run_1/clocks.png
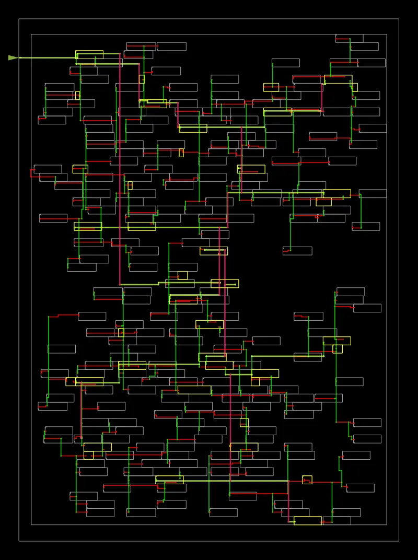
run_1/placement_by_type.png
Fill, decap, tap and diode cells in grey.
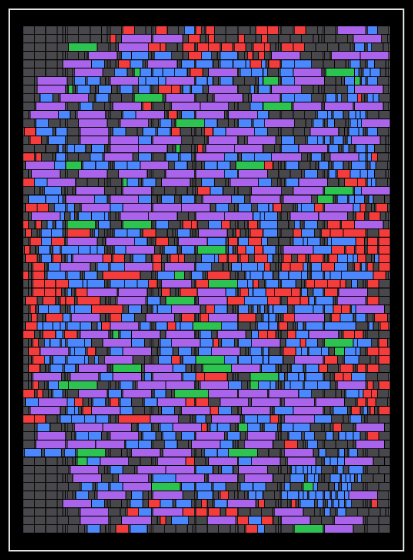
run_1/flops_by_reg.png
Bar = 50 um.
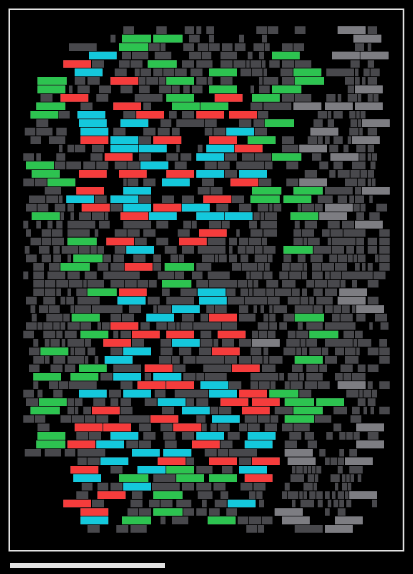
run_1/wires.png
Bar = 50 um. Only two layers are drawn.
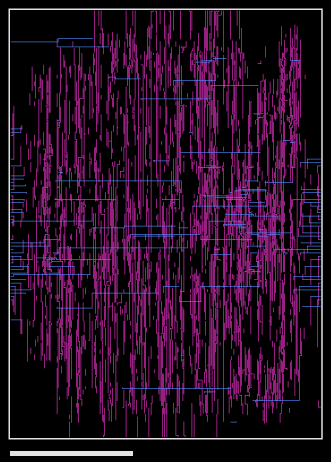
===== src/rtl/apb_device_info_generic_if.sv =====
// ---------------------------------------------------------------------------
// apb_device_info_generic_if
// APB bus bundle for the device information block.
//   psel/penable/pwrite/paddr/pwdata : driven by the requester (master)
//   prdata/pready/pslverr            : driven by the completer (slave)
// No clock lives here: the block's pclk/preset_n stay plain module ports.
// ---------------------------------------------------------------------------
interface apb_device_info_generic_if;
  logic        psel;
  logic        penable;
  logic        pwrite;
  logic [7:0]  paddr;
  logic [31:0] pwdata;
  logic [31:0] prdata;
  logic        pready;
  logic        pslverr;

  modport master (
    output psel, penable, pwrite, paddr, pwdata,
    input  prdata, pready, pslverr
  );

  modport slave (
    input  psel, penable, pwrite, paddr, pwdata,
    output prdata, pready, pslverr
  );
endinterface


===== src/rtl/apb_device_info_generic.sv =====
// ---------------------------------------------------------------------------
// apb_device_info_generic
// Device information block: after a boot delay it reads a serial-ID
// primitive (DNA style: load pulse, then one bit per shift), holds the
// result in an atomically updated serial register, offers software re-reads,
// a bank of scratch registers and a usercode pass-through.
//
// Ports
//   pclk, preset_n : single clock, asynchronous active-low reset
//   apb            : APB completer (psel/penable/pwrite/paddr/pwdata in,
//                    prdata/pready/pslverr out)
//   usercode       : static user word, returned combinationally
//   dna_read       : one-cycle load pulse to the ID primitive
//   dna_shift      : shift enable to the ID primitive
//   dna_dout       : serial data from the ID primitive (MSB first)
//   dbg_state      : current sequencer state (BOOT=0 LOAD=1 SHIFT=2 DONE=3)
//
// Handshake: zero wait states. A transfer completes in the cycle where
// psel & penable are both high (pready = psel & penable). prdata and pslverr
// are combinational and held at 0 whenever pready is low; writes take effect
// on the clock edge that ends the completing cycle.
// ---------------------------------------------------------------------------
module apb_device_info_generic #(
  parameter int          SERIAL_BITS  = 57,
  parameter int          BOOT_DELAY   = 16,
  parameter int          NUM_SCRATCH  = 2,
  parameter logic [31:0] SCRATCH_INIT = 32'h5555aaaa
) (
  input  logic                       pclk,
  input  logic                       preset_n,
  apb_device_info_generic_if.slave   apb,
  input  logic [31:0]                usercode,
  output logic                       dna_read,
  output logic                       dna_shift,
  input  logic                       dna_dout,
  output logic [1:0]                 dbg_state
);

  localparam int          SER_WORDS = (SERIAL_BITS + 31) / 32;
  localparam int          EXT_W     = 32 * SER_WORDS;
  localparam logic [7:0]  LAST_BIT  = 8'(SERIAL_BITS - 1);
  localparam logic [19:0] BOOT_END  = 20'(BOOT_DELAY);
  localparam logic [7:0]  PARAM_SB  = 8'(SERIAL_BITS);
  localparam logic [3:0]  PARAM_NS  = 4'(NUM_SCRATCH);

  typedef enum logic [1:0] {
    ST_BOOT  = 2'd0,
    ST_LOAD  = 2'd1,
    ST_SHIFT = 2'd2,
    ST_DONE  = 2'd3
  } state_e;

  state_e                 state_q, state_d;
  logic [19:0]            boot_cnt_q, boot_cnt_d;
  logic [7:0]             bit_cnt_q, bit_cnt_d;
  logic [SERIAL_BITS-1:0] shreg_q, shreg_d;
  logic [SERIAL_BITS-1:0] serial_q, serial_d;
  logic                   serial_valid_q, serial_valid_d;
  logic                   dna_read_q, dna_read_d;
  logic                   dna_shift_q, dna_shift_d;
  logic [31:0]            scratch_q [NUM_SCRATCH];
  logic [31:0]            scratch_d [NUM_SCRATCH];

  // Capture path: the shift register and the incoming bit side by side,
  // so the first bit received ends up as the MSB.
  logic [SERIAL_BITS:0]   cap;
  logic                   busy;
  logic                   pready;
  logic [5:0]             word;
  logic                   is_ser, is_scr;
  logic [1:0]             ser_k;
  logic [2:0]             scr_i;
  logic                   ser_ok, scr_ok;
  logic [31:0]            ser_word, scr_word;
  logic [EXT_W-1:0]       serial_ext;
  logic [31:0]            rdata;
  logic                   err;
  logic                   start_req;
  logic                   wr_scr;
  logic                   unused_addr_lsb;

  assign cap        = {shreg_q, dna_dout};
  assign busy       = (state_q == ST_LOAD) || (state_q == ST_SHIFT);
  assign pready     = apb.psel & apb.penable;
  assign word       = apb.paddr[7:2];
  assign is_ser     = (word[5:2] == 4'b0001);
  assign ser_k      = word[1:0];
  assign is_scr     = (word[5:3] == 3'b010);
  assign scr_i      = word[2:0];
  assign serial_ext = EXT_W'(serial_q);
  assign unused_addr_lsb = ^apb.paddr[1:0];

  // Word 0 of the serial window is the most-significant 32 bits.
  always_comb begin
    ser_ok   = 1'b0;
    ser_word = '0;
    for (int k = 0; k < SER_WORDS; k++) begin
      if (ser_k == 2'(k)) begin
        ser_ok   = is_ser;
        ser_word = serial_ext[32*(SER_WORDS-1-k) +: 32];
      end
    end
  end

  always_comb begin
    scr_ok   = 1'b0;
    scr_word = '0;
    for (int i = 0; i < NUM_SCRATCH; i++) begin
      if (scr_i == 3'(i)) begin
        scr_ok   = is_scr;
        scr_word = scratch_q[i];
      end
    end
  end

  // APB decode: read mux, error flag and write strobes.
  always_comb begin
    rdata     = '0;
    err       = 1'b0;
    start_req = 1'b0;
    wr_scr    = 1'b0;
    if (pready) begin
      if (apb.pwrite) begin
        if (word == 6'd1) begin
          // bit0=0 is accepted silently; a start while busy is refused
          if (apb.pwdata[0]) begin
            if (busy) err = 1'b1;
            else      start_req = 1'b1;
          end
        end else if (scr_ok) begin
          wr_scr = 1'b1;
        end else begin
          err = 1'b1;
        end
      end else begin
        case (word)
          6'd0:    rdata = {30'h0, busy, serial_valid_q};
          6'd2:    rdata = {20'h0, PARAM_NS, PARAM_SB};
          6'd3:    rdata = usercode;
          default: begin
            if (ser_ok)      rdata = ser_word;
            else if (scr_ok) rdata = scr_word;
            else             err   = 1'b1;
          end
        endcase
      end
    end
  end

  always_comb begin
    for (int i = 0; i < NUM_SCRATCH; i++) begin
      scratch_d[i] = (wr_scr && (scr_i == 3'(i))) ? apb.pwdata : scratch_q[i];
    end
  end

  // Sequencer. dna_read/dna_shift are registered alongside the state so
  // they line up with the state they belong to.
  always_comb begin
    state_d        = state_q;
    boot_cnt_d     = boot_cnt_q;
    bit_cnt_d      = bit_cnt_q;
    shreg_d        = shreg_q;
    serial_d       = serial_q;
    serial_valid_d = serial_valid_q;
    dna_read_d     = 1'b0;
    dna_shift_d    = 1'b0;
    case (state_q)
      ST_BOOT: begin
        if (boot_cnt_q == BOOT_END) begin
          state_d    = ST_LOAD;
          dna_read_d = 1'b1;
        end else begin
          boot_cnt_d = boot_cnt_q + 20'd1;
        end
      end
      ST_LOAD: begin
        state_d     = ST_SHIFT;
        bit_cnt_d   = '0;
        // a 1-bit ID needs no shift at all: its only SHIFT cycle is the last
        dna_shift_d = (SERIAL_BITS != 1);
      end
      ST_SHIFT: begin
        shreg_d   = cap[SERIAL_BITS-1:0];
        bit_cnt_d = bit_cnt_q + 8'd1;
        if (bit_cnt_q == LAST_BIT) begin
          // whole value published in one edge: readers never see a mix
          serial_d       = cap[SERIAL_BITS-1:0];
          serial_valid_d = 1'b1;
          state_d        = ST_DONE;
        end else begin
          dna_shift_d = ((bit_cnt_q + 8'd1) != LAST_BIT);
        end
      end
      ST_DONE: begin
        if (start_req) begin
          state_d    = ST_LOAD;
          dna_read_d = 1'b1;
        end
      end
      default: state_d = ST_BOOT;
    endcase
  end

  always_ff @(posedge pclk or negedge preset_n) begin
    if (!preset_n) begin
      state_q        <= ST_BOOT;
      boot_cnt_q     <= '0;
      bit_cnt_q      <= '0;
      shreg_q        <= '0;
      serial_q       <= '0;
      serial_valid_q <= 1'b0;
      dna_read_q     <= 1'b0;
      dna_shift_q    <= 1'b0;
      for (int i = 0; i < NUM_SCRATCH; i++) scratch_q[i] <= SCRATCH_INIT;
    end else begin
      state_q        <= state_d;
      boot_cnt_q     <= boot_cnt_d;
      bit_cnt_q      <= bit_cnt_d;
      shreg_q        <= shreg_d;
      serial_q       <= serial_d;
      serial_valid_q <= serial_valid_d;
      dna_read_q     <= dna_read_d;
      dna_shift_q    <= dna_shift_d;
      for (int i = 0; i < NUM_SCRATCH; i++) scratch_q[i] <= scratch_d[i];
    end
  end

  assign apb.prdata  = rdata;
  assign apb.pslverr = err;
  assign apb.pready  = pready;
  assign dna_read    = dna_read_q;
  assign dna_shift   = dna_shift_q;
  assign dbg_state   = state_q;

endmodule


===== src/flat_wrapper.sv =====
// flat-port wrapper written by rule: the top's interface ports become plain ports
module apb_device_info_generic_flat 
#(
  parameter int          SERIAL_BITS  = 57,
  parameter int          BOOT_DELAY   = 16,
  parameter int          NUM_SCRATCH  = 2,
  parameter logic [31:0] SCRATCH_INIT = 32'h5555aaaa
)
  (pclk, preset_n, usercode, dna_read, dna_shift, dna_dout, dbg_state, apb_psel, apb_penable, apb_pwrite, apb_paddr, apb_pwdata, apb_prdata, apb_pready, apb_pslverr);
  apb_device_info_generic_if apb_i ();
  input  logic pclk;
  input  logic preset_n;
  input  logic [31:0] usercode;
  output logic dna_read;
  output logic dna_shift;
  input  logic dna_dout;
  output logic [1:0] dbg_state;
  input wire logic [$bits(apb_i.psel)-1:0] apb_psel;
  input wire logic [$bits(apb_i.penable)-1:0] apb_penable;
  input wire logic [$bits(apb_i.pwrite)-1:0] apb_pwrite;
  input wire logic [$bits(apb_i.paddr)-1:0] apb_paddr;
  input wire logic [$bits(apb_i.pwdata)-1:0] apb_pwdata;
  output wire logic [$bits(apb_i.prdata)-1:0] apb_prdata;
  output wire logic [$bits(apb_i.pready)-1:0] apb_pready;
  output wire logic [$bits(apb_i.pslverr)-1:0] apb_pslverr;
  assign apb_i.psel = apb_psel;
  assign apb_i.penable = apb_penable;
  assign apb_i.pwrite = apb_pwrite;
  assign apb_i.paddr = apb_paddr;
  assign apb_i.pwdata = apb_pwdata;
  assign apb_prdata = apb_i.prdata;
  assign apb_pready = apb_i.pready;
  assign apb_pslverr = apb_i.pslverr;
  apb_device_info_generic #(.SERIAL_BITS(SERIAL_BITS), .BOOT_DELAY(BOOT_DELAY), .NUM_SCRATCH(NUM_SCRATCH), .SCRATCH_INIT(SCRATCH_INIT)) u_core (.pclk(pclk), .preset_n(preset_n), .apb(apb_i), .usercode(usercode), .dna_read(dna_read), .dna_shift(dna_shift), .dna_dout(dna_dout), .dbg_state(dbg_state));
endmodule

===== config.mk =====
export PLATFORM = sky130hd
export DESIGN_NAME = apb_device_info_generic_flat
export DESIGN_NICKNAME = d
export VERILOG_FILES = /design/src/rtl/apb_device_info_generic_if.sv /design/src/rtl/apb_device_info_generic.sv /design/src/flat_wrapper.sv
export SDC_FILE = /design/constraint.sdc
export NUM_CORES = 1
export LEC_CHECK = 0
export CORE_ASPECT_RATIO = 1.4
export CORE_MARGIN = 4
export CORE_UTILIZATION = 51
export DETAILED_ROUTE_END_ITERATION = 10
export PLACE_DENSITY_LB_ADDON = 0.08
export RECOVER_POWER = 100
export REMOVE_ABC_BUFFERS = 1
export SLEW_MARGIN = 30
export SYNTH_ARGS = -nofsm -noshare
export SYNTH_HDL_FRONTEND = slang
export SYNTH_SLANG_ARGS = --single-unit

===== constraint.sdc =====
create_clock -name pclk -period 2.2 [get_ports pclk]
set_input_delay 0.55 -clock pclk [delete_from_list [all_inputs] [get_ports pclk]]
set_output_delay 0.55 -clock pclk [all_outputs]
set_load 0.005 [all_outputs]

==> impl_metrics.csv <==
group,metric,value,unit
global_routing,grt_use_met3,4.007,%
drt,highest_layer,"met4",
placement,placed_cells,1179,
sta,finalWorstSetupSlack,-0.4278,ns
clock_network,cts_made_buffers,22,
status,violations,"setup timing",
sta,clock.fmax,380.5,MHz
drt,wirelength,26.48,mm
global_routing,grt_util_met2,42.34,%
drt,first_pass_iters,7,
critical_path,cp_top_family,"buffers and inverters",
sta,setup_viol,76,
die,fp_util,51.89,%
sta,holdWs,0.4090,ns
status,status,"finished, violations left",
layout,area_growth,33.25,%
drt,wl_per_cell,20.90,um
global_routing,grt_pass1_wl,42.33,mm
critical_path,crit_path_end,"apb_prdata[1]",
power_and_ir_drop,finalPower,0.008413,W
global_routing,gr-max-usage-layer,"met2",
layout,flop-count,210,
synthesis,avgSynthCellArea,12.75,sq um
placement,place.gp.congestion,0.9327,
synthesis,ys_area,0.01001,sq mm
critical_path,crit_required,1.65,ns
synthesis,yosys.cell_count.top_type,"dfrtp_1",
layout,buffer_area_share,16.62,%
die,fp.dieW,126.4,um
synthesis,yosysTopAreaCellShare,44.49,%
drt,wl_met3,1.313,mm
global_routing,grt_max_degree,63,
clock_network,post-cts-setup-buffers,36,
clock_network,cts-root-buf,"clkbuf_16",
drt,drc,0,
Back to the opening pictures, clocks.png:
Late-Pin Clk Latency: 0.50 ns
clock sinks: 210

Back to the opening pictures, placement_by_type.png:
Key: combinational and other logic = blue [cells 523]; other buffers and delay cells = red [cells 246]; flops = purple [cells 210]; clock drivers and dummy loads = green [cells 40]
design area: 0.01334 sq mm
core area: 0.01929 sq mm

Back to the opening pictures, flops_by_reg.png:
Key: u_core.shreg_q = cyan [sequential cells 56]; u_core.serial_q = red [sequential cells 57]; u_core.scratch_q = green [sequential cells 64, where widely spread]
Seq. cell area: 0.005295 sq mm
final core utilization: 69.14%
seq pwr: 0.00402 W

Back to the opening pictures, wires.png:
Key: metal 3 = blue [wire length 1,310 um]; metal 2 = magenta [wire length 14,000 um]

==> run 1: logic make-up after synthesis <==
group | after synthesis | share of synthesized area, %
flip-flops | 210 | 52.89
XOR/XNOR | 20 | 1.750
AND-OR/OR-AND | 94 | 6.249
multiplexers | 236 | 27.02
adder cells (fa/ha/maj) | 8 | 0.9999
AND/OR/NAND/NOR | 149 | 7.812
buffers and inverters | 68 | 3.275
==> run 1: registers in the layout, indices dropped and copies added (netlist names), 2 cells and up <==
name	flops
u_core.dbg_state	2
u_core.boot_cnt_q	20
u_core.scratch_q	64
u_core.serial_q	57
u_core.bit_cnt_q	8
u_core.shreg_q	56
==> run 1: where the power goes <==
group,switching [W],internal (W),total [W]
logic,0.000313,0.000364,0.000676
clock network,0.00156,0.00215,0.00372
registers,0.0000575,0.00396,0.00402
No activity file was given, so power comes from the tool's default toggle rates.
